==> config.mk <==
export PLATFORM = sky130hd
export DESIGN_NAME = instr_fetch_queue
export DESIGN_NICKNAME = d
export VERILOG_FILES = /design/src/rtl/instr_fetch_queue.sv
export SDC_FILE = /design/constraint.sdc
export NUM_CORES = 1
export LEC_CHECK = 0
export ABC_AREA = 1
export CORE_MARGIN = 10
export CORE_UTILIZATION = 51
export CTS_CLUSTER_DIAMETER = 30
export DETAILED_ROUTE_END_ITERATION = 10
export PLACE_DENSITY = 0.81
export SYNTH_ARGS = -nofsm -noshare
export SYNTH_HDL_FRONTEND = slang
export SYNTH_SLANG_ARGS = --single-unit
==> constraint.sdc <==
create_clock -name clk -period 7.5 [get_ports clk]
set_input_delay 1.5 -clock clk [delete_from_list [all_inputs] [get_ports clk]]
set_output_delay 1.5 -clock clk [all_outputs]
set_load 0.05 [all_outputs]
**Run 1: PDN straps and rails**

Scale bar: 50 um. Pins as bars on the die edge.
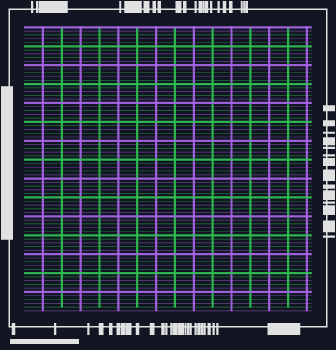
- VDD: green
- VSS: purple
- rows: 75
- met4 straps: 15
- met1 rails: 76
- signal pins: 262
- met5 straps: 15
worst vdd ir: 257 uV
Die W: 227 um
core footprint: 0.0422 mm2
die height: 227 um

**Run 1: placed cells, one color a class**

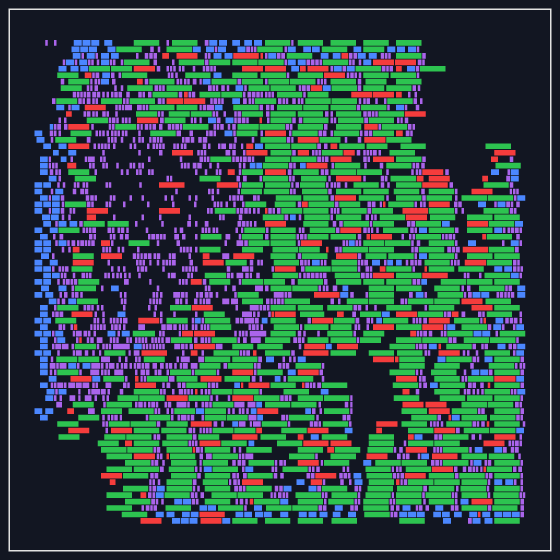
- clock drivers and dummy loads: red (cells 188)
- remaining logic cells: purple (cells 1574)
- sequential cells: green (cells 508)
- remaining buffers and delay cells: blue (cells 277)
Final Core Density: 67.2%
flop share of the area: 51.5%
cell area after layout: 0.0284 mm2
Core Rows: 75

**Run 1: routed clock nets over the placement**

Scale bar: 50 um.
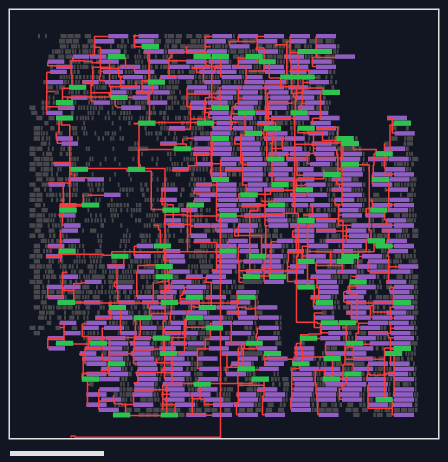
- clock-net drivers: green (count 99)
- clock wires: red (length 6550 um)
- flip-flops: purple (count 508)
- flops lie: all over the die
- routed clock nets: 100
clock share of power: 40.7%
Clock Latency Late Sink: 630 ps
Max Clock Skew: 25.2 ps
Power Clock: 4.51 mW

**Run 1: routed metal, one color a layer**

Scale bar: 50 um.
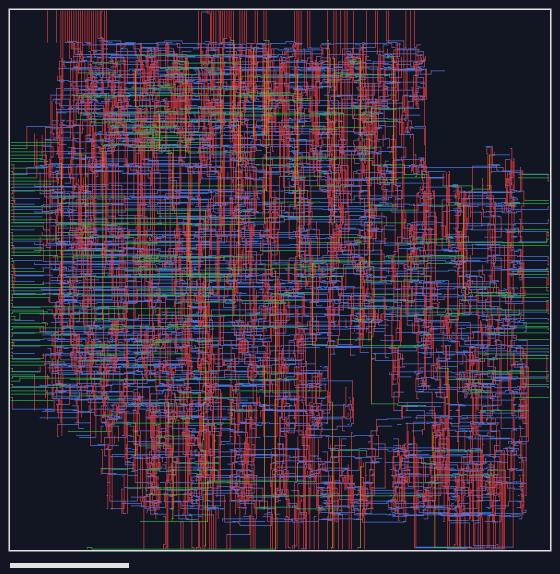
- M4: orange (wire length 1890 um)
- M1: blue (wire length 26.3 mm)
- M2: red (wire length 31.2 mm)
- M3: green (wire length 6110 um)
routed len/inst: 21.2 um
total wire length: 65400 um

==> results.json, run 1 <==
{
  "start_kind": "register",
  "antenna_left": 0,
  "clkbuf_count": 122,
  "syn_area_per_cell_um2": 10.0,
  "cp_num_buf_inv": 3,
  "final.fill_count": 3027,
  "vias": 17200,
  "comb_power_share_pct": 25.2,
  "slew_headroom_pct": 16.3,
  "dpl-instance-area_mm2": 0.0249,
  "post-cts-setup-buffers": 0,
  "grt-busiest-layer": "met2",
  "tritoncts": "yes",
  "cpPeakStageDelay_ps": 930,
  "grt_overflow": 0,
  "cts_repair_resize_count": 0,
  "cp_top_family": "buffers and inverters",
  "dp_hpwl_um": 41300,
  "outcome": "completed",
  "fmax_mhz": 173,
  "ioPinCount": 262,
  "path_depth": 5,
  "synth-seq-cells": 508,
  "inverters": 137,
  "grt_use_met2_pct": 40.2
}
run 1: cells by family after synthesis:
| kind of cell | count (synthesis) | synth area share, % |
|---|---|---|
| AND-OR/OR-AND | 423 | 9.88 |
| XOR/XNOR | 18 | 0.719 |
| adder cells (fa/ha/maj) | 7 | 0.433 |
| buffers and inverters | 246 | 4.56 |
| flip-flops | 508 | 66.5 |
| other | 1 | 0.0171 |
| AND/OR/NAND/NOR | 985 | 17.9 |
run 1: cells in the mapped netlist, types with 7 or more instances:
cell type	n	share of area (%)
inv_1	133	2.3
edfxtp_1	376	51
dfrtp_1	131	15
o21ai_1	12	0.27
nand2_2	10	0.29
buf_4	8	0.27
nor2_1	494	8.5
nand3_1	71	1.6
o21ai_0	294	6.7
buf_1	8	0.14
nand4_1	7	0.20
o211ai_1	17	0.58
buf_2	37	0.84
xor2_1	15	0.60
a21oi_1	98	2.2
clkbuf_1	55	0.94
nand2_1	383	6.6
run 1: stage by stage:
stage	setup TNS [ps]	util, %	total power, mW
3_5_place_dp	0	58.9	6.59
5_1_grt	0	67.2	11.5
4_1_cts	0	67.2	11.1
6_report	0	67.2	11.1
2_1_floorplan	-467670	-	5.51
3_3_place_gp	0	58.9	6.53
run 1: per-layer routing:
layer	share of wire, %	up-vias
met3	9.3	113
li1	-	7927
met2	48	806
met4	2.9	0
met5	0	-
met1	40	8317
run 1: power by group through the flow:
| stage | logic, mW | clock network [mW] | registers, mW |
|---|---|---|---|
| after floorplan | 1.60 | 0 | 3.90 |
| after global placement | 2.74 | 0 | 3.79 |
| after detailed placement | 2.78 | 0 | 3.81 |
| after CTS | 2.81 | 4.54 | 3.77 |
| after global routing | 2.97 | 4.69 | 3.82 |
| final | 2.79 | 4.51 | 3.78 |
**Run 1: clock wiring as the flow saved it**

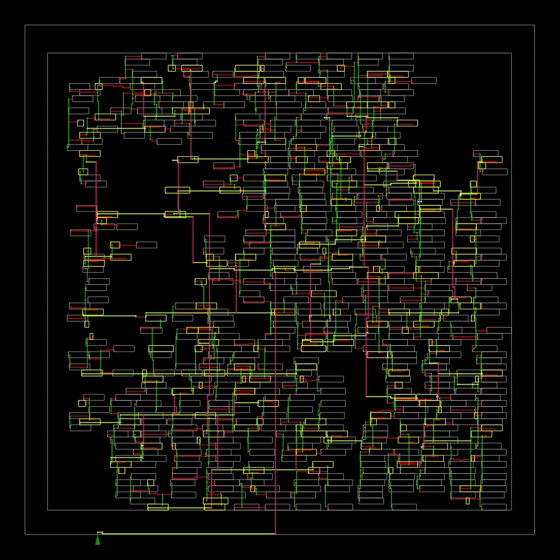

==> run 1 -> run 2 <==
--- a/config.mk
+++ b/config.mk
@@ -7,10 +7,10 @@
 export LEC_CHECK = 0
 export ABC_AREA = 1
 export CORE_MARGIN = 10
-export CORE_UTILIZATION = 51
+export CORE_UTILIZATION = 56
 export CTS_CLUSTER_DIAMETER = 30
 export DETAILED_ROUTE_END_ITERATION = 10
-export PLACE_DENSITY = 0.81
+export PLACE_DENSITY = 0.84
 export SYNTH_ARGS = -nofsm -noshare
 export SYNTH_HDL_FRONTEND = slang
 export SYNTH_SLANG_ARGS = --single-unit
==> constraint.sdc (replaced) <==
create_clock -name clk -period 5.9 [get_ports clk]
set_input_delay 1.18 -clock clk [delete_from_list [all_inputs] [get_ports clk]]
set_output_delay 1.18 -clock clk [all_outputs]
set_load 0.05 [all_outputs]
**Run 2: clock wiring as the flow saved it**

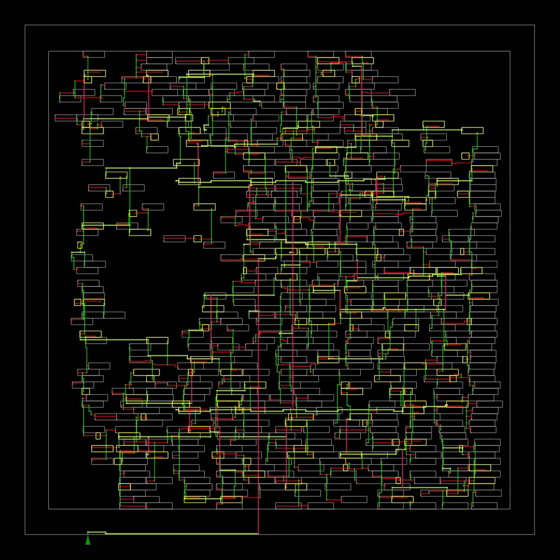
clkbuf count: 96
Power Clock: 4.94 mW
registers: 508

**Run 2: PDN straps and rails**

Scale bar: 50 um. Pins as bars on the die edge.
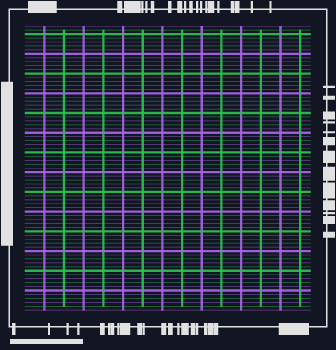
- VSS: purple
- VDD: green
- met1 rails: 73
- signal pins: 262
- met5 straps: 14
- met4 straps: 14
- rows: 72
die height: 218 um
core footprint: 0.0386 mm2
worst vdd ir: 242 uV
Die W: 218 um

**Run 2: routed clock nets over the placement**

Scale bar: 50 um.
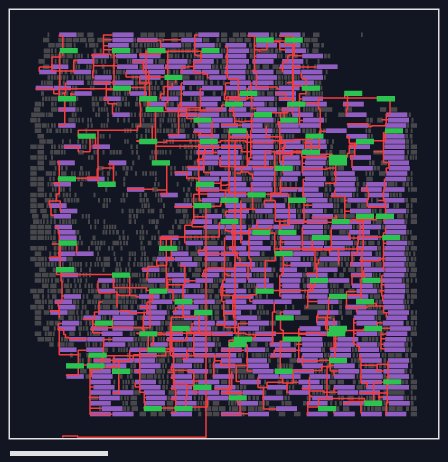
- flip-flops: purple (count 508)
- clock wires: red (length 6200 um)
- clock-net drivers: green (count 84)
- flops lie: all over the die
Clock Latency Late Sink: 610 ps
clock share of power: 37.1%
Max Clock Skew: 26.6 ps

==> run 2 against run 1 <==
Total power is 20% higher. Die size is 8.2% lower. Sequential share of layout area up 0.95 points. Critical path type unchanged. Highest routed layer unchanged.
==> results.json, run 2 <==
{
  "antenna_left": 0,
  "dp_hpwl_um": 40700,
  "grt_overflow": 0,
  "syn_area_per_cell_um2": 10.0,
  "setup-tns-final_ps": 0,
  "synthTopCellsByCount": "494 x nor2_1, 383 x nand2_1, 376 x edfxtp_1, 294 x o21ai_0, 133 x inv_1",
  "synth_top_area_share_pct": 51.5,
  "postLayoutCoreUtil_pct": 72.1,
  "cts_repair_resize_count": 0,
  "synth-seq-cells": 508,
  "synth.most_common_cell": "nor2_1",
  "final_area_mm2": 0.0279,
  "dpl-instance-area_mm2": 0.0249,
  "total_power_mw": 13.3,
  "slew_headroom_pct": 30.3,
  "vias": 17300,
  "fmax_mhz": 197,
  "ioPinCount": 262,
  "start_kind": "register",
  "post-cts-setup-buffers": 0,
  "outcome": "completed",
  "wl_um": 65200
}
## run 2: cell families after synthesis
group,count (synthesis),share of synthesized area (%)
AOI/OAI and AO/OA,423,9.88
other,1,0.0171
adders and majority gates,7,0.433
buffers and inverters,246,4.56
DFF,508,66.5
xor gates and xnor gates,18,0.719
and+or+nand+nor,985,17.9
## run 2: power breakdown
group | total [mW] | switching [mW] | leakage [nW] | internal, mW
Clock | 4.94 | 1.82 | 1.42 | 3.12
Sequential | 4.78 | 0.414 | 5.04 | 4.37
Combinational | 3.60 | 2.59 | 4.26 | 1.01
Total | 13.3 | 4.82 | 10.7 | 8.50
## run 2: worst max-delay path: stages, from the launching register on
cell and delay, ps:
dfrtp_4 630, clkinv_2 740, buf_4 500, nor2_1 120, o21ai_0 80, a21oi_1 250, clkdlybuf4s50_1 910
## run 2: final cells by class
cell class	instances	area, um2	share of cell area, %
repair buffers	280	2780	9.98
inverters	137	518	1.86
clock buffers	96	2230	7.99
well taps	518	648	2.33
clock inverters	61	707	2.54
flip-flops and latches	508	14600	52.4
multi-input cells	1437	6380	22.9
## run 2: per-layer routing
metal | global-route usage [%] | routed length, um | part of all wire [%] | up-vias
met3 | 6.10 | 6690 | 10 | 118
met1 | 35.6 | 25400 | 39 | 8284
met2 | 43.2 | 31600 | 48 | 1015
met5 | 0 | 0 | 0 | -
met4 | 8.63 | 1590 | 2.4 | 0
li1 | - | - | - | 7904
Power figures rest on the tool's default switching activity, not on a simulated workload.
